==> config.mk <==
export PLATFORM = sky130hd
export DESIGN_NAME = vga_dither_out
export DESIGN_NICKNAME = d
export VERILOG_FILES = /design/src/rtl/vga_dither_out.sv
export SDC_FILE = /design/constraint.sdc
export NUM_CORES = 1
export LEC_CHECK = 0
export ABC_AREA = 1
export ABC_CLOCK_PERIOD_IN_PS = 2200
export CORE_MARGIN = 2
export CORE_UTILIZATION = 45
export CTS_CLUSTER_DIAMETER = 60
export DETAILED_ROUTE_END_ITERATION = 6
export PLACE_DENSITY = 0.78
export SLEW_MARGIN = 15
export SYNTH_ARGS = -nofsm -noshare
export SYNTH_HDL_FRONTEND = slang
export SYNTH_SLANG_ARGS = --single-unit
==> constraint.sdc <==
create_clock -name clk -period 2.2 [get_ports clk]
set_clock_uncertainty 0.1 [all_clocks]
set_input_delay 0.55 -clock clk [delete_from_list [all_inputs] [get_ports clk]]
set_output_delay 0.55 -clock clk [all_outputs]
set_load 0.01 [all_outputs]
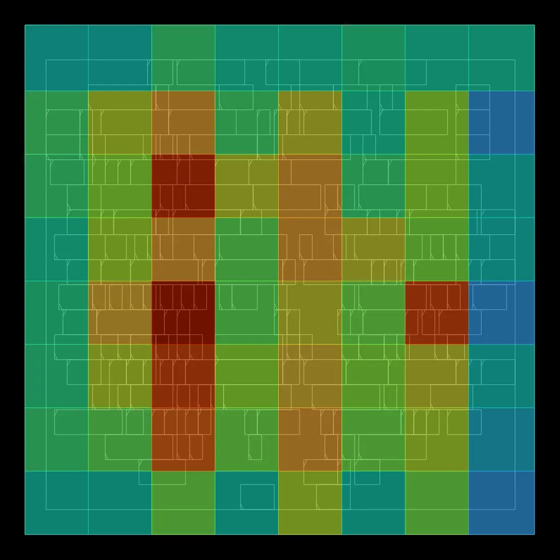
Fig. 1. Track usage over the die (run 1).
grt met1 use: 0.1303
gr usage total: 0.1460
Finished Core Util: 0.6341
M2 GR Usage: 0.2568

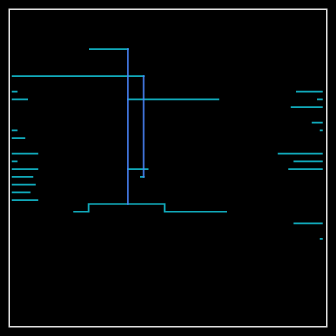
Fig. 2. Routed metal, one color a layer (run 1).
Only two layers are drawn.
legend:
  cyan:
    layer: metal 3
    wire_length: 144 um
  blue:
    layer: metal 4
    wire_length: 44.9 um
via count: 952
Wirelength per Cell: 9.019 um

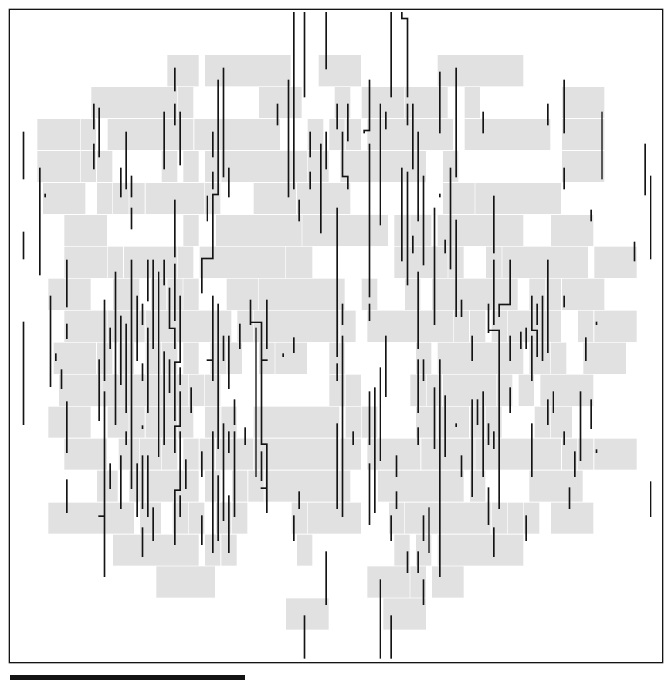
Fig. 3. M2 wires (run 1).
Scale bar: 20 um. Cells faint in the background.
longest straight run: 19.4 um
wire length on this layer: 934 um
share of all routed wire: 48%
main direction: vertical
Routed WL: 1.930 mm

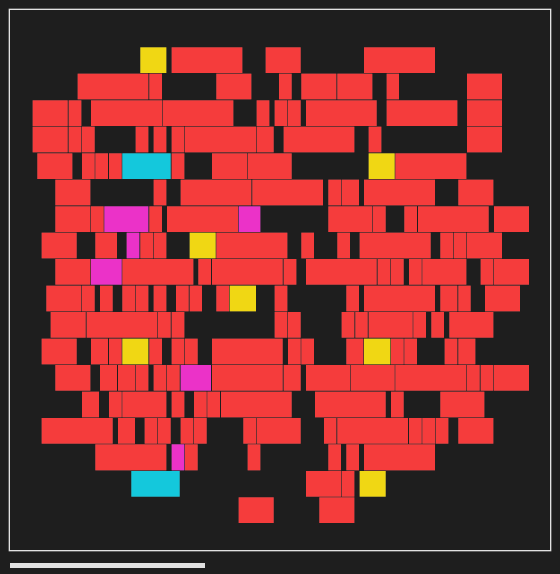
Fig. 4. Cells by drive strength (run 1).
Scale bar: 20 um.
legend:
  cyan:
    size: _6 and larger
    cells: 2
  red:
    size: _0 and _1 cells
    cells: 169
  magenta:
    size: _2 cells
    cells: 6
  yellow:
    size: _3 and _4 cells
    cells: 7
post-route cell area: 1585 um^2
Non-clk bufs: 30
synthesis-to-finish area growth: 32.95%
PnR worst setup slack: 0.3666 ns

==> Changelog: implementation, run 1 <==
## Flow update

* Post-layout period usage at 0.8334
* Highest Clock Rate at 0.5454 GHz
* RSZ-0062 raised after global routing: false
* Post_cts resized at 0
* Via count of the first global-routing pass at 886
* Grt ovf at 0
* Num rows at 18
* Number of nets with antenna violations after routing at 0
* Syn Inst Count at 148
* Worst-path clk slew at 0.10 ns
* Worst EP arrival at 1.18 ns
* Syn_area_per_cell at 8.057 um^2
* Vias per inst at 4.449
* Leak pwr at roughly 0.00077 uW
* Buf/Inv on CP at 1
* Worst Path Class, Setup: flip-flop to primary output
* Crit path cell chain: clkdlybuf4s50_1
* CTS tree: yes
* Synth unique cells at 14
* First-pass DRT Iterations at 4
* FF-to-FF path depth at 7
* Crit path max fanout at 1
* Routability cong. at about 0.7
* Initial antenna violation count at 0
* Max IR drop VDD at 469.8 uV
* # DRC at 0
* Cell depth of the worst setup path at 1
* Outcome: finished, final reports clean
* Core ar. at 2500 um^2
* Most frequent cells in the layout: nor2_1 (32), inv_1 (31), dfxtp_1 (31)
* Hold Vio Cnt, Final at 0
* Netlist Area Pre-Place at roughly 1200 um^2
* Least-Margin Pin Slew at 0.3786 ns
* Die Wd at around 55 um
* Deepest clock path buffer count at 2
* Startpoint Class: flip-flop
* Hold-fix buffers, CTS at 0
* Top delay family on crit path: buffers and inverters
* Cells after DPL at 206
* Largest net degree at the start of global routing at 14
* Pwr dens at 701.9 nW/um^2
* Fin nets at 214
* FP Util at 0.4770
* Minimum clock period at 1.833 ns
## run 1: kinds of logic after synthesis
group | count (synthesis) | synth area share
buffers and inverters | 35 | 0.1165
and+or+nand+nor | 60 | 0.2015
adders and majority gates | 10 | 0.1049
AOI/OAI and AO/OA | 12 | 0.05667
DFF | 31 | 0.5205
## run 1: per-stage QoR
stage / hold WS (ns) / total power, uW
2_1_floorplan: 0.2883 / 688.4
3_3_place_gp: 0.2957 / 745.5
3_5_place_dp: 0.3047 / 752.6
4_1_cts: 0.3177 / 1127
5_1_grt: 0.3316 / 1177
6_report: 0.3174 / 1113
## run 1: synth_stat cells
master	n	area, um^2
a21oi_1	8	40.04
a21oi_2	2	17.52
buf_4	2	15.01
dfxtp_1	31	620.6
ha_1	10	125.1
inv_1	31	116.4
inv_2	2	7.510
nand2_1	24	90.09
nand2_2	1	6.260
nand3_1	1	5.000
nor2_1	32	120.1
nor4_2	1	12.51
o21ai_0	2	10.01
or2_1	1	6.260
## run 1: power by group
part           internal [uW]  total [uW]  switching (uW)
Combinational           75.0         137            62.3
Clock                    187         374             188
Sequential               589         601            12.7
Total                    850        1110             263
## run 1: final cells by class
class	count	area (um^2)	share of cell area
clock inverters	1	7.507	0.004736
multi-input cells	82	432.9	0.2731
flip-flops and latches	31	620.6	0.3915
repair buffers	30	297.8	0.1878
clock buffers	7	65.06	0.04104
well taps	30	37.54	0.02368
inverters	33	123.9	0.07814
## run 1: layer usage
metal	share of wire	routed length [um]	track usage	vias to the layer above
li1	-	-	-	507
met1	0.42	807	0.1303	412
met2	0.48	933	0.2568	27
met3	0.075	144	0.07963	6
met4	0.023	44	0.08362	0
met5	0	0	0	-
Fig. 5: run 1, metal 1
Scale bar: 20 um. Supply wires on this layer in gray. Cells faint in the background.
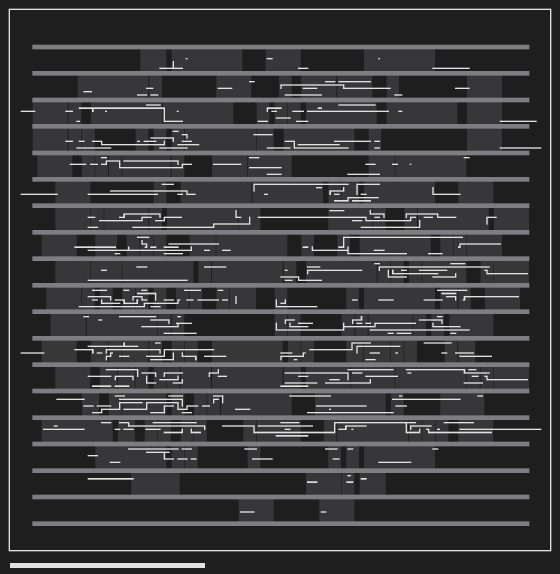

==> run 2, diff against run 1 <==
ABC_CLOCK_PERIOD_IN_PS = 1600   (was 2200)
CORE_UTILIZATION = 42   (was 45)
PLACE_DENSITY = 0.77   (was 0.78)
clock period = 1.6 ns   (was 2.2 ns; I/O delays follow)
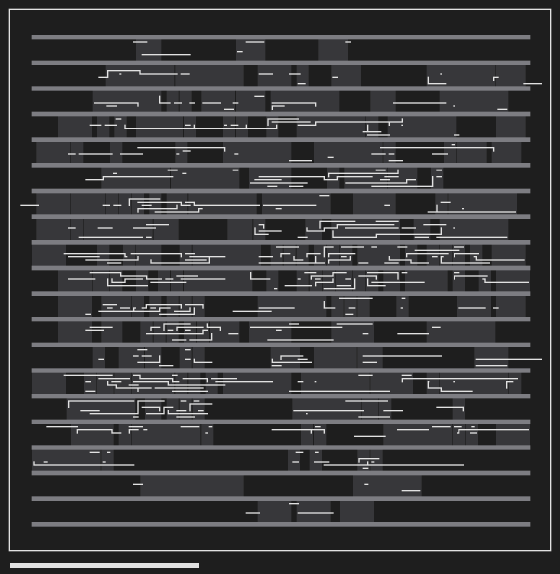
Fig. 6. Metal 1 (run 2).
Scale bar: 20 um. Supply wires on this layer in gray. Cells faint in the background.
longest straight run: 16.1 um
wire length on this layer: 848 um
share of all routed wire: 42%
main direction: horizontal
nets with wire on the layer: 190
Routed WL: 2.036 mm
via count: 943

==> run 2 against run 1 <==
Effect of this change:
- sequential share of layout area decreased by 0.46 points
- global-route usage decreased by 0.63 points
- synthesized area unchanged
- combinational power increased by 39%
- synthesized cell count unchanged
- register-to-register slack got worse by 0.60 ns
- non-clock buffer count increased by 1
- design area increased by 1.2%
- hold slack got worse by 0.013 ns
- core utilization decreased by 4.7 points
- largest cell class unchanged
==> Changelog: implementation, run 2 <==
## Flow update

* Count leader, synth: nor2_1
* Antenna diodes at 0
* Async SR Flop Fraction at 0 (unchanged)
* FP Util at 0.4362 (-0.04082)
* Syn Inst Count at 148 (unchanged)
* Flops after synth at 31
* Num rows at 19 (+1)
* Synth cell count leaders: nor2_1 (32), dfxtp_1 (31), inv_1 (31)
* First-pass GRT wire length at about 3.4 mm
* Worst EP arrival at 1.67 ns (+0.49 ns)
* Netlist Area Pre-Place at 1192 um^2 (unchanged)
* Synth unique cells at 14 (unchanged)
* Core ar. at 2734 um^2 (+9.4%)
* Most frequent cells in the layout: nor2_1 (32), inv_1 (31), dfxtp_1 (31)
* Max-slew headroom at 0.8592
* Highest Clock Rate at 0.6495 GHz
* Routability cong. at 0.7684 (+10%)
* Yosys top cell by area: dfxtp_1
* Largest net degree at the start of global routing at 13 (-1)
* Post-CTS Setup Inserts at 0
* Minimum clock period at 1.540 ns
* Grt ovf at 0 (unchanged)
* Number of nets with antenna violations after routing at 0 (unchanged)
* Finished Core Util at 0.5867 (-0.04741)
* Crit path max fanout at 3 (+2)
* Worst reg-to-reg setup slack at 0.06 ns
* Synthesis area per yosys at 1192 um^2
* Top cells, area: dfxtp_1 (52%), ha_1 (10%), nor2_1 (10%)
* Max IR drop VDD at 735.0 uV (+56%)
* Wirelength per Cell at 9.426 um (+4.5%)
* Post-Syn Nets at 179
* Initial antenna violation count at 0 (unchanged)
* Critical path's slowest cell: dfxtp_1
* Synthesis-to-finish area growth at 34.52%
* Fin nets at 215 (+0.47%)
* Maxcap violations at 0
* H-Tree Depth at 2
* Final Instance Count excl. Fillers at about 220
* Die Wd at 57.28 um (+3.3%)
* Hold-fix buffers, CTS at 0 (unchanged)
* Post-layout period usage at 0.9623
* Worst Path Class, Setup: flip-flop to flip-flop
* Clock Latency Late Sink at ~0.33 ns
* Flip-flops with a built-in enable at 0 (unchanged)
* Drt initial violations at 25
* Cells after DPL at 208 (+0.97%)
* Dominant register cell: dfxtp_1
* FF-to-FF path depth at 7 (unchanged)
* CTS root buf: clkbuf_4
* # DRC at 0 (unchanged)
* Syn_area_per_cell at 8.057 um^2 (unchanged)
* Vias per inst at 4.366 (-1.9%)
* Finish-stage setup viols at 0
* First-pass DRT Iterations at 4 (unchanged)
* Die area at roughly 3300 um^2
* Share of layout cells above drive strength 1 at 0.09730
* Leak pwr at 0.0008214 uW (+7.3%)
* Outcome: finished, final reports clean
* Via count of the first global-routing pass at 865 (-2.4%)
* CTS tree: yes
* Least-Margin Pin Slew at 0.2105 ns (-0.1681 ns)
* Crit path cell chain: inv_1 -> ha_1 -> a21oi_1 -> nor2_1 -> ha_1 -> a21oi_2 -> nor2_1
* Final Total Pwr at 1655 uW (+49%)
* Worst-path clk slew at 0.10 ns (about the same)
* Startpoint Class: flip-flop
* Hold Vio Cnt, Final at 0 (unchanged)
* Ys cells at 148
* Final slew viol count at 0
* Pwr dens at 1032 nW/um^2 (+47%)
* Worst setup EP type: flip-flop
* Synth warn at 0
* Max-area cell share at 0.5205 (unchanged)
* Deepest clock path buffer count at 2 (unchanged)
* Gr usage total at 0.1398 (-0.006252)
* RSZ-0062 raised after global routing: true
* Hold WC Path Type: flip-flop to flip-flop
-- run 2: cell counts after synthesis --
Identical to the previous run, type by type.
-- run 2: layer usage --
metal,global-route usage,wire length (um),vias up
li1,-,-,507
met1,0.1477,847,407
met2,0.2365,1016,26
met3,0.06803,142,3
met4,0.05980,29,0
met5,0,0,-
-- run 2: cell type report --
type	count	area, um^2
multi-input combinational	82	440.4
timing repair buffer	31	294.0
clock buffer	6	51.30
tap	31	38.79
sequential	31	620.6
inverter	33	123.9
clock inverter	2	35.03
fill	256	1130
-- run 2: report_power, final --
part	switching, uW	internal (uW)	leakage [uW]
clock	266	369	0.0000482
combinational	87.9	104	0.000517
sequential	18.6	809	0.000256
-- run 2: metrics by stage --
step                TNS (ns)  instance area, um^2  hold slack (ns)  setup slack [ns]
finish                     0                 1604           0.3048           0.06038
global route        -0.05622                 1604           0.3303          -0.04565
CTS                        0                 1597           0.3064           0.08908
detailed placement         0                 1521           0.2930           0.09475
global placement           0                 1521           0.2902            0.1147
floorplan                  0                 1192           0.2883            0.1835
-- run 2: critical path, delay by kind of cell (launching register included) --
kind	cells	cell delay (ns)
adders and majority gates	2	0.59
DFF	1	0.31
AOI/OAI and AO/OA	2	0.27
and+or+nand+nor	2	0.11
buffers and inverters	1	0.06
-- run 2: kinds of logic after synthesis --
logic type,Yosys count,synth area share
flip-flops,31,0.5205
AND-OR/OR-AND,12,0.05667
adder cells (fa/ha/maj),10,0.1049
AND/OR/NAND/NOR,60,0.2015
buffers and inverters,35,0.1165
-- run 2: timing repair --
item	4_1_cts	5_1_grt
pin swaps	0	1
gates resized	9	2
cloned	0	0
endpoints found under the setup margin	9	2
hold endpoints to repair	0	0
No activity file was given, so power comes from the tool's default toggle rates.
